==> src/rtl/uart_pkg.sv <==
// Shared UART definitions for the console link (receive and transmit paths).
// Contents:
//   uart_state_e        - receiver frame FSM states
//   UART_DATA_BITS      - payload bits per 8N1 frame
//   UART_RATE_FREQ_BAUD - default sys_clk cycles per bit (10 MHz / 115200)
package uart_pkg;

  localparam int UART_DATA_BITS      = 8;
  localparam int UART_RATE_FREQ_BAUD = 87;

  typedef enum logic [1:0] {
    IDLE  = 2'd0,
    START = 2'd1,
    DATA  = 2'd2,
    STOP  = 2'd3
  } uart_state_e;

endpackage

==> src/rtl/uart_rx_fifo.sv <==
// Show-ahead FIFO for UART bytes; usable on either the RX or TX side.
// Ports:
//   clk_i    - clock, rising edge
//   rst_ni   - asynchronous active-low reset
//   push_i   - write wdata_i; ignored when full unless a pop happens in the same cycle
//   wdata_i  - byte to write
//   pop_i    - remove head; ignored when empty
//   full_o   - no free entry
//   empty_o  - no entry held
//   head_o   - current head; holds the last head value while empty
module uart_rx_fifo
  import uart_pkg::*;
#(
  parameter int DEPTH = 4,
  parameter int WIDTH = UART_DATA_BITS
) (
  input  logic             clk_i,
  input  logic             rst_ni,
  input  logic             push_i,
  input  logic [WIDTH-1:0] wdata_i,
  input  logic             pop_i,
  output logic             full_o,
  output logic             empty_o,
  output logic [WIDTH-1:0] head_o
);

  localparam int AW = $clog2(DEPTH);

  // Pointers carry an extra wrap bit so full and empty are distinguishable.
  logic [AW:0]      wr_ptr_q;
  logic [AW:0]      rd_ptr_q;
  logic [WIDTH-1:0] mem_q [DEPTH];
  logic [WIDTH-1:0] last_q;
  logic             do_pop;
  logic             do_push;

  assign empty_o = (wr_ptr_q == rd_ptr_q);
  assign full_o  = (wr_ptr_q[AW] != rd_ptr_q[AW]) &&
                   (wr_ptr_q[AW-1:0] == rd_ptr_q[AW-1:0]);

  assign do_pop  = pop_i && !empty_o;
  // A pop in the same cycle frees the slot the push lands in.
  assign do_push = push_i && (!full_o || do_pop);

  // last_q tracks the head while non-empty so the output holds once drained.
  assign head_o = empty_o ? last_q : mem_q[rd_ptr_q[AW-1:0]];

  always_ff @(posedge clk_i or negedge rst_ni) begin
    if (!rst_ni) begin
      wr_ptr_q <= '0;
      rd_ptr_q <= '0;
      last_q   <= '0;
    end else begin
      if (do_push) wr_ptr_q <= wr_ptr_q + (AW+1)'(1);
      if (do_pop)  rd_ptr_q <= rd_ptr_q + (AW+1)'(1);
      if (!empty_o) last_q <= mem_q[rd_ptr_q[AW-1:0]];
    end
  end

  always_ff @(posedge clk_i) begin
    if (do_push) mem_q[wr_ptr_q[AW-1:0]] <= wdata_i;
  end

endmodule

==> src/rtl/uart_rx.sv <==
// UART 8N1 receiver for the console link, sys_clk domain.
// Ports:
//   clk       - sys_clk, rising edge
//   rst       - asynchronous active-low reset
//   rx        - asynchronous serial input, idle high
//   rd        - pop the FIFO head; honoured only while data_av=1
//   data_out  - FIFO head byte (show-ahead)
//   data_av   - FIFO not empty
//   frame_err - one-cycle pulse when the stop bit is sampled low
//   overrun   - one-cycle pulse when a byte is dropped on a full FIFO
module uart_rx
  import uart_pkg::*;
#(
  parameter int RATE_FREQ_BAUD = UART_RATE_FREQ_BAUD,
  parameter int FIFO_DEPTH     = 4
) (
  input  logic                      clk,
  input  logic                      rst,
  input  logic                      rx,
  input  logic                      rd,
  output logic [UART_DATA_BITS-1:0] data_out,
  output logic                      data_av,
  output logic                      frame_err,
  output logic                      overrun
);

  localparam int                CNT_W    = $clog2(RATE_FREQ_BAUD);
  localparam logic [CNT_W-1:0]  HALF_M1  = CNT_W'((RATE_FREQ_BAUD >> 1) - 1);
  localparam logic [CNT_W-1:0]  BIT_M1   = CNT_W'(RATE_FREQ_BAUD - 1);
  localparam logic [2:0]        LAST_BIT = 3'(UART_DATA_BITS - 1);

  logic                      rx_s1_q;
  logic                      rx_s2_q;
  uart_state_e               state_q;
  logic [CNT_W-1:0]          cnt_q;
  logic [2:0]                bit_idx_q;
  logic [UART_DATA_BITS-1:0] shift_q;
  logic                      frame_err_q;
  logic                      overrun_q;
  logic                      stop_sample;
  logic                      push;
  logic                      fifo_full;
  logic                      fifo_empty;

  // The stop bit is judged in the cycle the counter reaches its last value;
  // a good stop bit pushes straight into the FIFO on that edge.
  assign stop_sample = (state_q == STOP) && (cnt_q == BIT_M1);
  assign push        = stop_sample && rx_s2_q;

  always_ff @(posedge clk or negedge rst) begin
    if (!rst) begin
      rx_s1_q     <= 1'b1;
      rx_s2_q     <= 1'b1;
      state_q     <= IDLE;
      cnt_q       <= '0;
      bit_idx_q   <= '0;
      shift_q     <= '0;
      frame_err_q <= 1'b0;
      overrun_q   <= 1'b0;
    end else begin
      rx_s1_q     <= rx;
      rx_s2_q     <= rx_s1_q;
      frame_err_q <= 1'b0;
      // Full implies data_av, so rd is honoured whenever this matters.
      overrun_q   <= push && fifo_full && !rd;
      case (state_q)
        IDLE: begin
          if (!rx_s2_q) begin
            state_q <= START;
            cnt_q   <= '0;
          end
        end
        START: begin
          // Mid start bit: a high here was a glitch and is dropped silently.
          if (cnt_q == HALF_M1) begin
            cnt_q <= '0;
            if (!rx_s2_q) begin
              state_q   <= DATA;
              bit_idx_q <= '0;
            end else begin
              state_q <= IDLE;
            end
          end else begin
            cnt_q <= cnt_q + CNT_W'(1);
          end
        end
        DATA: begin
          if (cnt_q == BIT_M1) begin
            cnt_q   <= '0;
            shift_q <= {rx_s2_q, shift_q[UART_DATA_BITS-1:1]};
            if (bit_idx_q == LAST_BIT) state_q <= STOP;
            else                       bit_idx_q <= bit_idx_q + 3'd1;
          end else begin
            cnt_q <= cnt_q + CNT_W'(1);
          end
        end
        STOP: begin
          // Leaving at mid-stop lets the next start edge arrive with no idle gap.
          if (cnt_q == BIT_M1) begin
            cnt_q       <= '0;
            frame_err_q <= !rx_s2_q;
            state_q     <= IDLE;
          end else begin
            cnt_q <= cnt_q + CNT_W'(1);
          end
        end
        default: state_q <= IDLE;
      endcase
    end
  end

  uart_rx_fifo #(
    .DEPTH (FIFO_DEPTH),
    .WIDTH (UART_DATA_BITS)
  ) u_fifo (
    .clk_i   (clk),
    .rst_ni  (rst),
    .push_i  (push),
    .wdata_i (shift_q),
    .pop_i   (rd),
    .full_o  (fifo_full),
    .empty_o (fifo_empty),
    .head_o  (data_out)
  );

  assign data_av   = !fifo_empty;
  assign frame_err = frame_err_q;
  assign overrun   = overrun_q;

endmodule
==> config.mk <==
export PLATFORM = sky130hd
export DESIGN_NAME = uart_rx
export DESIGN_NICKNAME = d
export VERILOG_FILES = /design/src/rtl/uart_pkg.sv /design/src/rtl/uart_rx_fifo.sv /design/src/rtl/uart_rx.sv
export SDC_FILE = /design/constraint.sdc
export NUM_CORES = 1
export LEC_CHECK = 0
export ABC_AREA = 1
export CAP_MARGIN = 10
export CORE_MARGIN = 2
export CORE_UTILIZATION = 30
export CTS_CLUSTER_DIAMETER = 120
export CTS_CLUSTER_SIZE = 30
export DETAILED_ROUTE_END_ITERATION = 10
export GPL_TIMING_DRIVEN = 0
export PLACE_DENSITY = 0.45
export SLEW_MARGIN = 0
export SYNTH_ARGS = -nofsm -noshare
export SYNTH_HDL_FRONTEND = slang
export SYNTH_SLANG_ARGS = --single-unit
==> constraint.sdc <==
create_clock -name clk -period 3.7 [get_ports clk]
set_input_delay 1.11 -clock clk [delete_from_list [all_inputs] [get_ports clk]]
set_output_delay 1.11 -clock clk [all_outputs]
set_load 0.005 [all_outputs]
==> images/registers.png <==
Drawn at 4 px/um. Other sequential cells in the stronger gray, the rest of the logic in the fainter gray.
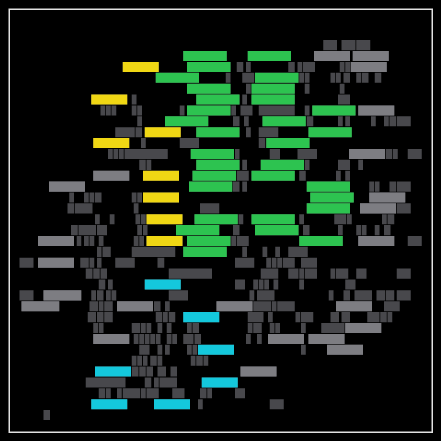
Yellow marks shift_q, placed flops 8. Cyan marks cnt_q, placed flops 7. Green marks u_fifo.mem_q, placed flops 32.
Another 23 sequential cells are not colored.
FF/Latch Area: 0.00191 mm^2
final core area utilization: 0.372
flop share of the area: 0.522

==> images/met3.png <==
Drawn at 4 px/um. Cells faint in the background.
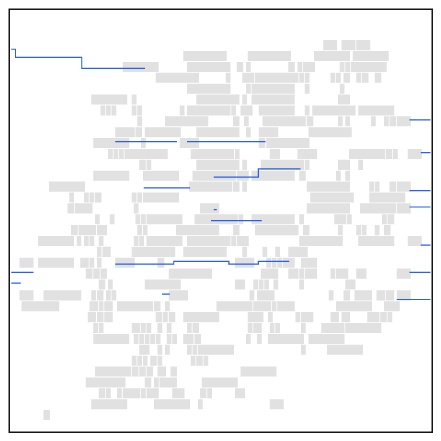
The wires run mostly horizontal. The longest straight run is 19.3 um.
aggregate routed wire length: 5810 um
vias after detailed routing: 2,010
met3 track utilization from global routing: 0.0408

==> summary.txt <==
The following summarizes the physical implementation.

Outcome
The run finished with clean final reports.

Drt
The routed design shows a via density per instance of 4.33. In the routed design, unresolved DRC markers number 0. In the final routed layout, each cell accounts on average for 12.5 um.

According to the report, the first pass of detailed routing completed in 4 iterations. Nets still carrying antenna violations after routing amount to 0.

Logic synthesis
In the synthesized netlist, the number of instances is 300. Averaged over all synthesized cells, the footprint is just over 10 um^2. The synthesis report names the predominant flop master as sky130_fd_sc_hd__dfrtp_1. The count of distinct cell types in the synthesized netlist is 30. Sorting the synthesized cells by how often they occur yields 71 x sky130_fd_sc_hd__nand2_1, 43 x sky130_fd_sc_hd__nor2_1, 36 x sky130_fd_sc_hd__dfrtp_1, 32 x sky130_fd_sc_hd__edfxtp_1, 21 x sky130_fd_sc_hd__nand3_1. The synthesis report gives the async set-or-reset register share as 0.543. Of the post-synthesis cell area, the dominant cell type holds 0.312. By area the synthesized netlist is led by sky130_fd_sc_hd__edfxtp_1 31%, sky130_fd_sc_hd__dfrtp_1 29%, sky130_fd_sc_hd__nand2_1 8.6%, sky130_fd_sc_hd__nor2_1 5.2%, sky130_fd_sc_hd__ha_1 3.7%.

The library cell occupying the most area in the post-synthesis netlist is sky130_fd_sc_hd__edfxtp_1.

Worst setup path
The required time at the endpoint of the critical path is 2.59 ns. For the worst reg-to-reg path, the endpoint reported by OpenROAD is u_fifo.mem_q[3][4]$_DFFE_PP_. The worst register-to-register path depth is 8. The largest stage delay on the critical path is 0.50 ns.

The setup check on the worst reg-to-reg path leaves a slack of 1.35 ns. The timing report shows that the slowest cell on the worst path is sky130_fd_sc_hd__clkdlybuf4s50_1. The cell sequence reported for the critical path is buf_4, clkbuf_1, o21ai_0, o32ai_1, nand2_1, nand2_1, clkdlybuf4s50_1. The start point of the critical path is u_fifo.rd_ptr_q[1]$_DFFE_PN0P_.

The type of the setup path with the least slack is flop to primary output. The kind of launch point of the worst setup path is a flop. The endpoint kind of the worst setup timing path is a primary output. Looking at the reg2reg group, the worst path starts from cnt_q[0]$_DFFE_PN0P_.

Floorplanning
The die is between 100 and 150 um tall. The floorplan has 36 rows. In this run the horizontal extent of the chip is around 110 um.

For this design the top-level I/O count stands at 15.

Final layout
The clock distribution area overhead in the final layout is 0.0703. The design has 70 sequential cells. The share of final layout cell area taken by non-clock buffers is 0.0614. After filler insertion, the fill cell instance count of the layout stands at about 950.

The number of clock buffers in the layout is 11. The multi-input gate area in the final layout is 0.00102 mm^2. In this run the layout overhead on the synthesized area is reported as 19.0%. After the last flow step, the layout net total stands at 339.

Global route
The number of global-route vias before repair is between 2,000 and 2,500. The number of antenna violations at the first check in global routing came to 0. The first global-routing pass estimated 10,000 um of wire.

Clock tree
The post-cts sizing count is 0. The maximum buffer depth of the clock tree is 2. In this run, post-CTS hold repair placed 0 buffers. Counting every sink on the clock net gives 70. TritonCTS built the clock tree. The clock network latency to the later pin of the worst-skew pair is 0.34 ns.

The H-tree depth is 3. In this run the post-CTS setup repair buffer count came out at 0.

Timing
The smallest clock period supported by the final layout is computed as about 3.4 ns. Endpoints with negative setup slack in the final report add up to 0. The number of slew-limit violations in the final report is 0. Per the slew report, the remaining headroom to the max-slew limit stands at 0.449.

Placement
The pre-CTS worst setup slack is 0.594 ns. In this run the cell area measured after placement is 0.00341 mm^2. The placement summary gives the final routability congestion estimate as 0.709.

Power
The leakage power in the latest report is 1.65 nW. The flow reports power dissipated in combinational cells as 0.789 mW. The power report lists the sequential group at 0.915 mW. The sequential share of power is 0.370. The clock group total power is 0.769 mW. The combinational fraction of design power is 0.319.

The switching share of power is 0.310. IR analysis of the VDD net gives a maximum drop of 0.000209 V.

Worst hold path
The type of the most critical hold path is flop to flop. Looking at hold timing, the worst path starts from rx_s1_q$_DFF_PN1_. The worst hold path stage count is 0.

Flow run
In this run the maximum-capacitance check reported violations numbering 0. The logs give a warning total of 30.
-- logic make-up after synthesis --
kind of cell / count (synthesis) / synth area share
compound gates: 31 / 0.0621
xor+xnor: 7 / 0.0223
fa+ha+maj: 9 / 0.0365
buf+inv: 31 / 0.0471
flops: 70 / 0.621
simple gates: 152 / 0.211
-- metal layers --
layer  wire, um  share of wire  global-route usage
met5          0              0                   0
met4         67          0.012              0.0314
met3        205          0.035              0.0408
met2       2790           0.48               0.195
met1       2750           0.47               0.147
-- worst max-delay path, delay by kind of cell, from the launching register on --
kind | cells | cell delay, ns
AND/OR/NAND/NOR | 2 | 0.19
buffers and inverters | 3 | 1.07
flip-flops | 1 | 0.36
AND-OR/OR-AND | 2 | 0.37
-- per-stage QoR --
step	hold WS [ns]	power, mW
detailed placement	0.348	1.73
CTS	0.360	2.51
floorplan	0.345	1.42
finish	0.357	2.47
global placement	0.347	1.72
global route	0.361	2.65
-- layout by cell type (no fill, tap or decap), drive strengths merged --
| master | synthesis | routed |
|---|---|---|
| buf | 8 | 10 |
| a22oi | 1 | 1 |
| o32ai | 8 | 8 |
| a21oi | 4 | 4 |
| nor4 | 1 | 1 |
| xor2 | 4 | 4 |
| nor3 | 1 | 1 |
| o21ai | 17 | 17 |
| nand3 | 21 | 21 |
| nand3b | 1 | 1 |
| ha | 9 | 9 |
| clkinvlp | 0 | 2 |
| nand4 | 4 | 4 |
| nand2 | 77 | 77 |
| xnor2 | 3 | 3 |
| bufinv | 0 | 3 |
| dfrtp | 36 | 36 |
| nor2 | 47 | 47 |
| clkbuf | 1 | 12 |
| inv | 20 | 20 |
| dfstp | 2 | 2 |
| clkdlybuf4s50 | 0 | 13 |
| clkinv | 2 | 2 |
| edfxtp | 32 | 32 |
| a22o | 1 | 1 |
No activity file was given, so power comes from the tool's default toggle rates.
